Run 1, signal wires by layer:
The bar under the picture is 50 um long.
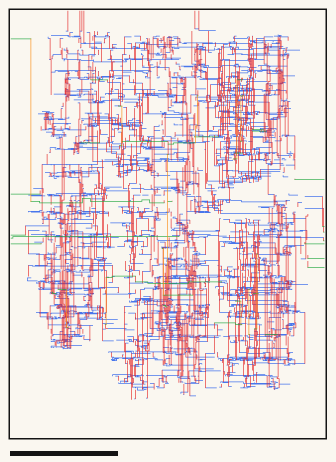
Run 1, cell sizes after repair:
The bar under the picture is 50 um long.
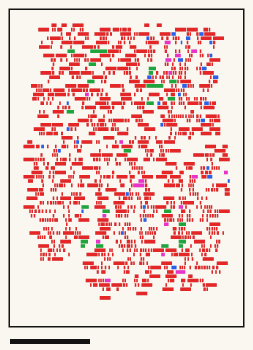
Run 1, M3 wires:
The bar under the picture is 50 um long.
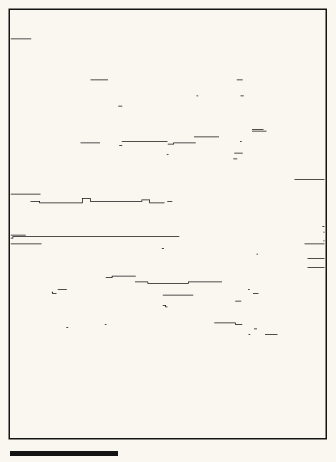
==> src/rtl/multi_button_debouncer.sv <==
// Multi-channel button debouncer: 3-flop sync, majority-vote history filter, debounce qualification, edge pulses.
// Define DEBOUNCE_LONGPRESS_EN to add per-channel hold counters and the long_pulse output.
module multi_button_debouncer #(
  parameter int N_CH         = 4,
  parameter int SAMPLE_DIV   = 256,
  parameter int HIST_LEN     = 8,
  parameter int VOTE_THRESH  = 6,
  parameter int DEBOUNCE_CYC = 4800000,
  parameter int LONG_CYC     = 96000000
) (
  input  logic            clk,
  input  logic            rst_n,
  input  logic [N_CH-1:0] btn_raw,
  output logic [N_CH-1:0] btn_stable,
  output logic [N_CH-1:0] press_pulse,
  output logic [N_CH-1:0] release_pulse
`ifdef DEBOUNCE_LONGPRESS_EN
  ,
  output logic [N_CH-1:0] long_pulse
`endif
);

  localparam int PRE_W = $clog2(SAMPLE_DIV - 1) + 1;
  localparam int DEB_W = $clog2(DEBOUNCE_CYC - 1) + 1;
  localparam int CNT_W = $clog2(HIST_LEN) + 1;

  localparam logic [PRE_W-1:0] PRE_LAST = PRE_W'(SAMPLE_DIV - 1);
  localparam logic [DEB_W-1:0] DEB_LAST = DEB_W'(DEBOUNCE_CYC - 1);
  localparam logic [CNT_W-1:0] SET_LVL  = CNT_W'(VOTE_THRESH);
  localparam logic [CNT_W-1:0] CLR_LVL  = CNT_W'(HIST_LEN - VOTE_THRESH);

`ifdef DEBOUNCE_LONGPRESS_EN
  localparam int HOLD_W = $clog2(LONG_CYC) + 1;
  localparam logic [HOLD_W-1:0] HOLD_MAX = HOLD_W'(LONG_CYC);
  localparam logic [HOLD_W-1:0] HOLD_PRE = HOLD_W'(LONG_CYC - 1);
`else
  // Without long-press support a held button only ever yields press/release events.
`endif

  if (N_CH < 1 || N_CH > 16 || SAMPLE_DIV < 2 || HIST_LEN < 3 || HIST_LEN > 16 ||
      VOTE_THRESH <= HIST_LEN / 2 || VOTE_THRESH > HIST_LEN ||
      DEBOUNCE_CYC < 1 || LONG_CYC < 1) begin : g_bad_params
    $error("multi_button_debouncer: illegal parameter set");
  end

  logic [N_CH-1:0]  sync1;
  logic [N_CH-1:0]  sync2;
  logic [N_CH-1:0]  sync3;
  logic [PRE_W-1:0] pre_cnt;
  logic             tick;

  always_ff @(posedge clk) begin
    if (!rst_n) begin
      sync1 <= '0;
      sync2 <= '0;
      sync3 <= '0;
    end else begin
      sync1 <= btn_raw;
      sync2 <= sync1;
      sync3 <= sync2;
    end
  end

  // Shared sample-rate prescaler; restarting at reset keeps tick phase deterministic.
  assign tick = (pre_cnt == PRE_LAST);

  always_ff @(posedge clk) begin
    if (!rst_n) begin
      pre_cnt <= '0;
    end else if (tick) begin
      pre_cnt <= '0;
    end else begin
      pre_cnt <= pre_cnt + PRE_W'(1);
    end
  end

  for (genvar ch = 0; ch < N_CH; ch++) begin : g_ch
    logic [HIST_LEN-1:0] hist;
    logic [CNT_W-1:0]    ones;
    logic                filt;
    logic                stable;
    logic                press_q;
    logic                release_q;
    logic [DEB_W-1:0]    deb_cnt;

    always_comb begin
      ones = '0;
      for (int b = 0; b < HIST_LEN; b++) begin
        ones = ones + CNT_W'(hist[b]);
      end
    end

    always_ff @(posedge clk) begin
      if (!rst_n) begin
        hist      <= '0;
        filt      <= 1'b0;
        stable    <= 1'b0;
        deb_cnt   <= '0;
        press_q   <= 1'b0;
        release_q <= 1'b0;
      end else begin
        press_q   <= 1'b0;
        release_q <= 1'b0;
        if (tick) begin
          hist <= {hist[HIST_LEN-2:0], sync3[ch]};
        end
        // Vote counts between the two levels leave filt untouched (hysteresis band).
        if (ones >= SET_LVL) begin
          filt <= 1'b1;
        end else if (ones <= CLR_LVL) begin
          filt <= 1'b0;
        end
        // Any agreement between filt and stable throws away partial qualification.
        if (filt == stable) begin
          deb_cnt <= '0;
        end else if (deb_cnt == DEB_LAST) begin
          deb_cnt   <= '0;
          stable    <= filt;
          press_q   <= filt;
          release_q <= ~filt;
        end else begin
          deb_cnt <= deb_cnt + DEB_W'(1);
        end
      end
    end

    assign btn_stable[ch]    = stable;
    assign press_pulse[ch]   = press_q;
    assign release_pulse[ch] = release_q;

`ifdef DEBOUNCE_LONGPRESS_EN
    logic [HOLD_W-1:0] hold_cnt;
    logic              long_q;

    // Saturating at HOLD_MAX means the long event can fire only once per press.
    always_ff @(posedge clk) begin
      if (!rst_n) begin
        hold_cnt <= '0;
        long_q   <= 1'b0;
      end else begin
        long_q <= 1'b0;
        if (!stable) begin
          hold_cnt <= '0;
        end else if (hold_cnt != HOLD_MAX) begin
          hold_cnt <= hold_cnt + HOLD_W'(1);
          if (hold_cnt == HOLD_PRE) begin
            long_q <= 1'b1;
          end
        end
      end
    end

    assign long_pulse[ch] = long_q;
`endif
  end

endmodule

==> config.mk <==
export PLATFORM = sky130hd
export DESIGN_NAME = multi_button_debouncer
export DESIGN_NICKNAME = d
export VERILOG_FILES = /design/src/rtl/multi_button_debouncer.sv
export SDC_FILE = /design/constraint.sdc
export NUM_CORES = 1
export LEC_CHECK = 0
export ABC_AREA = 1
export CORE_ASPECT_RATIO = 1.4
export CORE_MARGIN = 8
export CORE_UTILIZATION = 35
export CTS_BUF_LIST = sky130_fd_sc_hd__clkbuf_8
export CTS_CLUSTER_SIZE = 24
export DETAILED_ROUTE_END_ITERATION = 7
export PLACE_DENSITY = 0.47
export SETUP_SLACK_MARGIN = 0.4
export SYNTH_ARGS = -nofsm -noshare
export SYNTH_HDL_FRONTEND = slang
export SYNTH_SLANG_ARGS = --single-unit
==> constraint.sdc <==
create_clock -name clk -period 9.8 [get_ports clk]
set_clock_uncertainty 0.15 [all_clocks]
set_input_delay 1.47 -clock clk [delete_from_list [all_inputs] [get_ports clk]]
set_output_delay 1.47 -clock clk [all_outputs]
set_load 0.05 [all_outputs]
==> flow_metrics.py, run 1 <==
# Synthesis and PnR figures
metrics = {
    "detailed_routing": {
        "drc": 0,
        "viasPerCell": 4.43,
    },
    "critical_path": {
        "critPathSlowestCell": "clkdlybuf4s50_1",
        "cp_max_fo": 3,
        "end_kind": "output port",
        "reg2regPathDepth": 15,
        "crit_cells": 1,
        "timing.rr.end": "g_ch[3].filt",
    },
    "timing": {
        "timing.fmax_mhz": 303,
        "min_period_ns": 3.30,
    },
    "logic_synthesis": {
        "top_cells_by_area": "dfxtp_1 40%, nand2_1 12%, nor2_1 9.9%",
        "logic_family": "simple AND/OR/NAND/NOR gates",
        "ys_area_sq_um": 8340,
        "top_cell_area_share_pct": 39.6,
        "synth-edff-count": 0,
        "synthMostInstantiatedCell": "nand2_1",
    },
    "hold_path": {
        "hold_path_depth": 2,
    },
    "placed_design": {
        "dp_slack_ns": 6.38,
        "place.port_buffers": 17,
    },
    "power_and_ir_drop": {
        "pwr-share-comb_pct": 0.9,
        "p_clk_share_pct": 41.8,
        "p_seq_share_pct": 57.3,
    },
    "clock_tree": {
        "clockBufferDepth": 2,
        "cts_tree": "yes",
        "cts_root_buf": "clkbuf_8",
    },
    "global_route": {
        "use_met2_pct": 22.6,
        "use_met1_pct": 13.3,
    },
    "floorplanning": {
        "die_h_um": 199,
    },
    "outcome": {
        "status": "finished, final reports clean",
    },
}
## Picture notes: 'signal wires by layer'
layer	color	wire length
metal 3	green	422 um
metal 1	blue	7450 um
metal 4	orange	362 um
metal 2	red	8460 um
DR vias: 6634
WL final: 16700 um
total track usage: 12.3%
Avg WL per Cell: 11.1 um

## Picture notes: 'cell sizes after repair'
size	color	cells
_6 and larger	green	22
_0 and _1 cells	red	1117
_3 and _4 cells	magenta	18
_2 cells	blue	31
bufs w/o clock: 19
Finished Cell Area: 9070 sq um
synthesis-to-layout area growth: 8.79%

## Picture notes: 'M3 wires'
wire length on this layer	422 um
longest straight run	77.1 um
share of all routed wire	2.5%
nets with wire on the layer	27
met3 Usage GRT: 2.85%

## run 1: power groups by stage
stage / sequential [mW] / combinational, mW / clock [mW]
4_1_cts: 0.674 / 0.0116 / 0.518
3_5_place_dp: 0.690 / 0.0115 / 0
5_1_grt: 0.674 / 0.0133 / 0.541
2_1_floorplan: 0.689 / 0.00764 / 0
3_3_place_gp: 0.690 / 0.0113 / 0
6_report: 0.674 / 0.0110 / 0.491
## run 1: area by class of cell
type,instances,area (sq um),area share [%]
flip-flops and latches,165,3300,36.4
clock inverters,14,153,1.68
inverters,170,638,7.03
clock buffers,17,234,2.58
multi-input cells,803,4180,46.0
repair buffers,19,180,1.99
well taps,310,388,4.27
## Run 2: what changed since run 1
==> constraint.sdc (replaced) <==
create_clock -name clk -period 3.4 [get_ports clk]
set_clock_uncertainty 0.15 [all_clocks]
set_input_delay 0.51 -clock clk [delete_from_list [all_inputs] [get_ports clk]]
set_output_delay 0.51 -clock clk [all_outputs]
set_load 0.05 [all_outputs]
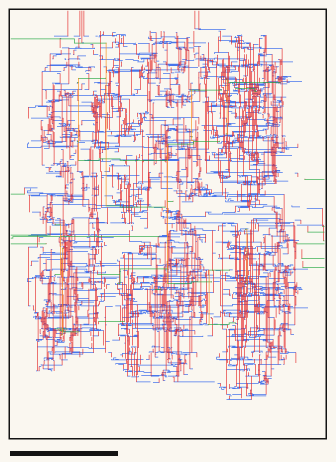
Run 2: signal wires by layer
The bar under the picture is 50 um long.
layer	color	wire length
metal 1	blue	7560 um
metal 3	green	489 um
metal 2	red	8580 um
metal 4	orange	342 um
Avg WL per Cell: 11.3 um
total track usage: 12.4%
WL final: 17000 um
DR vias: 6688

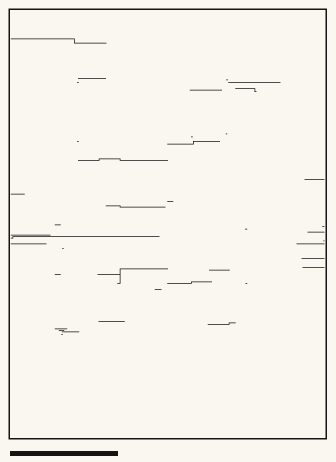
Run 2: M3 wires
The bar under the picture is 50 um long.
share of all routed wire	2.9%
main direction	horizontal
met3 Usage GRT: 2.94%

==> run 2 against run 1 <==
Net effect:
- sequential cell count unchanged
- final area increased by 0.70%
- critical path depth is 13 higher
- total power grew to 3.0 times the previous value
- synthesized area stayed put
- global-route usage increased by 0.11 points
- die size is the same
- final cell count barely moved
- routed wire length grew 1.6%
- first-iteration DRC count shrank 32%
- non-clock buffer count unchanged
- largest power group unchanged
==> flow_metrics.py, run 2 <==
# Synthesis and PnR figures
metrics = {
    "outcome": {
        "status": "finished, final reports clean",
    },
    "floorplanning": {
        "die_h_um": 199,
        "tapCellCount": 310,
    },
    "layout": {
        "areaGrowthSynthToFinish_pct": 9.56,
        "final_cell_area_sq_um": 9140,
        "final.clkbuf_count": 17,
        "bufAreaShareNonClock_pct": 1.97,
        "logic_gate_count": 803,
        "seq_share_pct": 36.2,
        "comb-cell-share_pct": 45.8,
        "inverters": 170,
        "regArea_sq_um": 3310,
        "clk_share_pct": 4.79,
        "largestClassByArea": "logic gates",
        "seq_cell_count": 165,
        "comb_area_sq_um": 4190,
        "n_all_buffers": 19,
    },
    "global_route": {
        "use_met2_pct": 23.0,
    },
    "critical_path": {
        "end_kind": "register",
        "cp_max_fo": 2,
        "timing.rr.end": "g_ch[0].filt",
        "start_kind": "register",
        "reg2regPathDepth": 14,
    },
    "power_and_ir_drop": {
        "leakagePower_nw": 3.21,
        "p_per_area_nw_per_um2": 389,
        "peakVddDrop_uv": 241,
    },
    "logic_synthesis": {
        "ys_warn_count": 0,
        "top_cells_by_area": "dfxtp_1 40%, nand2_1 12%, nor2_1 9.9%",
        "logic_family": "simple AND/OR/NAND/NOR gates",
        "synth-edff-count": 0,
        "top_cell_area_share_pct": 39.6,
        "ys_area_sq_um": 8340,
        "yosysSeqAreaShare_pct": 39.6,
    },
    "clock_tree": {
        "clockBufferDepth": 2,
        "postCtsResizedCells": 0,
        "worstSkewPairLatency_ns": 0.47,
        "cts_tree": "yes",
    },
    "timing": {
        "timing.fmax_mhz": 314,
        "min_period_ns": 3.19,
        "hold_ws_ns": 0.259,
        "worst_slack_ns": 0.213,
    },
    "hold_path": {
        "hold_path_depth": 3,
    },
    "detailed_routing": {
        "drc": 0,
        "viasPerCell": 4.46,
        "detail-route-antenna-nets": 0,
    },
    "placed_design": {
        "place.port_buffers": 17,
        "dp_slack_ns": 0.217,
    },
}
==> run 2: cell counts after synthesis <==
No cell type changed its count.
==> run 2: critical path, stage by stage, from the launching register on <==
cell      delay, ns
dfxtp_2        0.33
inv_1          0.06
fa_1           0.48
fa_1           0.53
fa_1           0.40
inv_1          0.07
ha_2           0.16
inv_1          0.04
fa_1           0.36
xor2_1         0.19
nand2_1        0.07
nand2_1        0.05
o211ai_1       0.07
nand2_1        0.06
inv_1          0.04
==> run 2: report_power, final <==
group          leakage [nW]  internal, mW  switching, mW
registers              1.33          1.94        0.00306
logic                  1.67        0.0122         0.0202
clock network         0.208         0.805          0.775
total                  3.21          2.76          0.798
## Run 3: what changed since run 2
--- a/config.mk
+++ b/config.mk
@@ -7,7 +7,7 @@
 export LEC_CHECK = 0
 export ABC_AREA = 1
 export CORE_ASPECT_RATIO = 1.4
-export CORE_MARGIN = 8
+export CORE_MARGIN = 2
 export CORE_UTILIZATION = 35
 export CTS_BUF_LIST = sky130_fd_sc_hd__clkbuf_8
 export CTS_CLUSTER_SIZE = 24
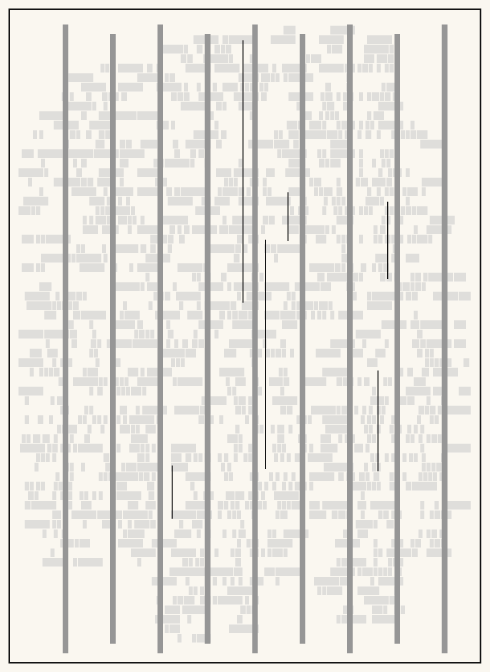
Run 3: signal wires on met4
Supply wires on this layer in gray. Cells faint in the background.
nets with wire on the layer	4
wire length on this layer	219 um
share of all routed wire	1.3%
main direction	vertical
longest straight run	74.8 um
DR vias: 6580
WL final: 16900 um

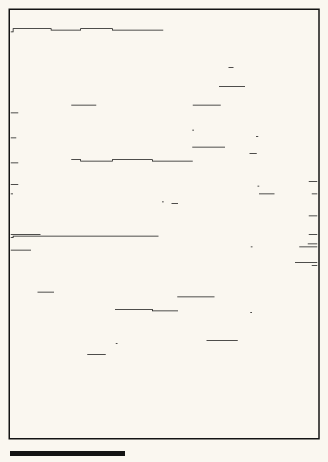
Run 3: M3 wires
The bar under the picture is 50 um long.
main direction	horizontal
wire length on this layer	392 um
nets with wire on the layer	25
longest straight run	63.3 um
met3 Usage GRT: 3.10%

==> run 3 against run 2 <==
Net effect:
- first-iteration DRC count rose by 48%
- count of clock-buffer cells in the layout unchanged
- clock power decreased by about 10%
- worst setup slack worse by 0.0063 ns
- critical path type unchanged
- critical endpoint is now g_ch[2].filt
- largest cell class unchanged
- largest power group unchanged
- highest routed layer unchanged
==> flow_metrics.py, run 3 <==
# Synthesis and PnR figures
metrics = {
    "timing": {
        "min_period_ns": 3.19,
        "worst_slack_ns": 0.206,
    },
    "floorplanning": {
        "die_h_um": 187,
    },
    "outcome": {
        "status": "finished, final reports clean",
    },
    "critical_path": {
        "critPathSlowestCell": "fa_1",
        "cpMostUsedCell": "inv_1",
        "path_buffers": 5,
        "crit_chain": "inv_1, fa_1, fa_1, fa_1, inv_1, ha_2, inv_1, fa_1, inv_1, nand2_1, nand2_1, nand2_1, o211ai_1, nand2_1, inv_1",
        "timing.rr.end": "g_ch[2].filt",
        "cp_max_fo": 3,
    },
    "power_and_ir_drop": {
        "p_per_area_nw_per_um2": 373,
        "peakVddDrop_uv": 218,
        "leakagePower_nw": 3.21,
    },
    "placed_design": {
        "place.port_buffers": 17,
    },
    "logic_synthesis": {
        "top_cells_by_area": "dfxtp_1 40%, nand2_1 12%, nor2_1 9.9%",
        "synth-edff-count": 0,
        "ys_area_sq_um": 8340,
        "ys_warn_count": 0,
        "yosysSeqAreaShare_pct": 39.6,
        "top_cell_area_share_pct": 39.6,
    },
    "layout": {
        "largestClassByArea": "logic gates",
        "regArea_sq_um": 3310,
        "logic_gate_count": 803,
        "final.clkbuf_count": 17,
    },
    "detailed_routing": {
        "detail-route-antenna-nets": 0,
    },
    "global_route": {
        "use_met2_pct": 25.8,
    },
}
## run 3: cell counts after synthesis
Identical to the previous run, type by type.
## run 3: where the power goes
group / internal [mW] / total (mW) / switching (mW)
clock: 0.658 / 1.42 / 0.761
sequential: 1.94 / 1.94 / 0.00295
combinational: 0.0121 / 0.0323 / 0.0202
## run 3: tightest hold or removal path: cells and delay by family
| family | cells | cell delay [ns] |
|---|---|---|
| buf+inv | 1 | 0.18 |
| simple gates | 2 | 0.12 |
## run 3: cells by family (layout without fill, tap and decap cells)
kind of cell             after synthesis  in the layout  synth area share [%]
adder cells (fa/ha/maj)               34             34                  6.54
flip-flops                           165            165                  39.6
AND-OR/OR-AND                        125            125                  8.15
XOR/XNOR                              50             50                  5.25
buffers and inverters                202            222                  10.3
AND/OR/NAND/NOR                      594            594                  30.2
No activity file was given, so power comes from the tool's default toggle rates.
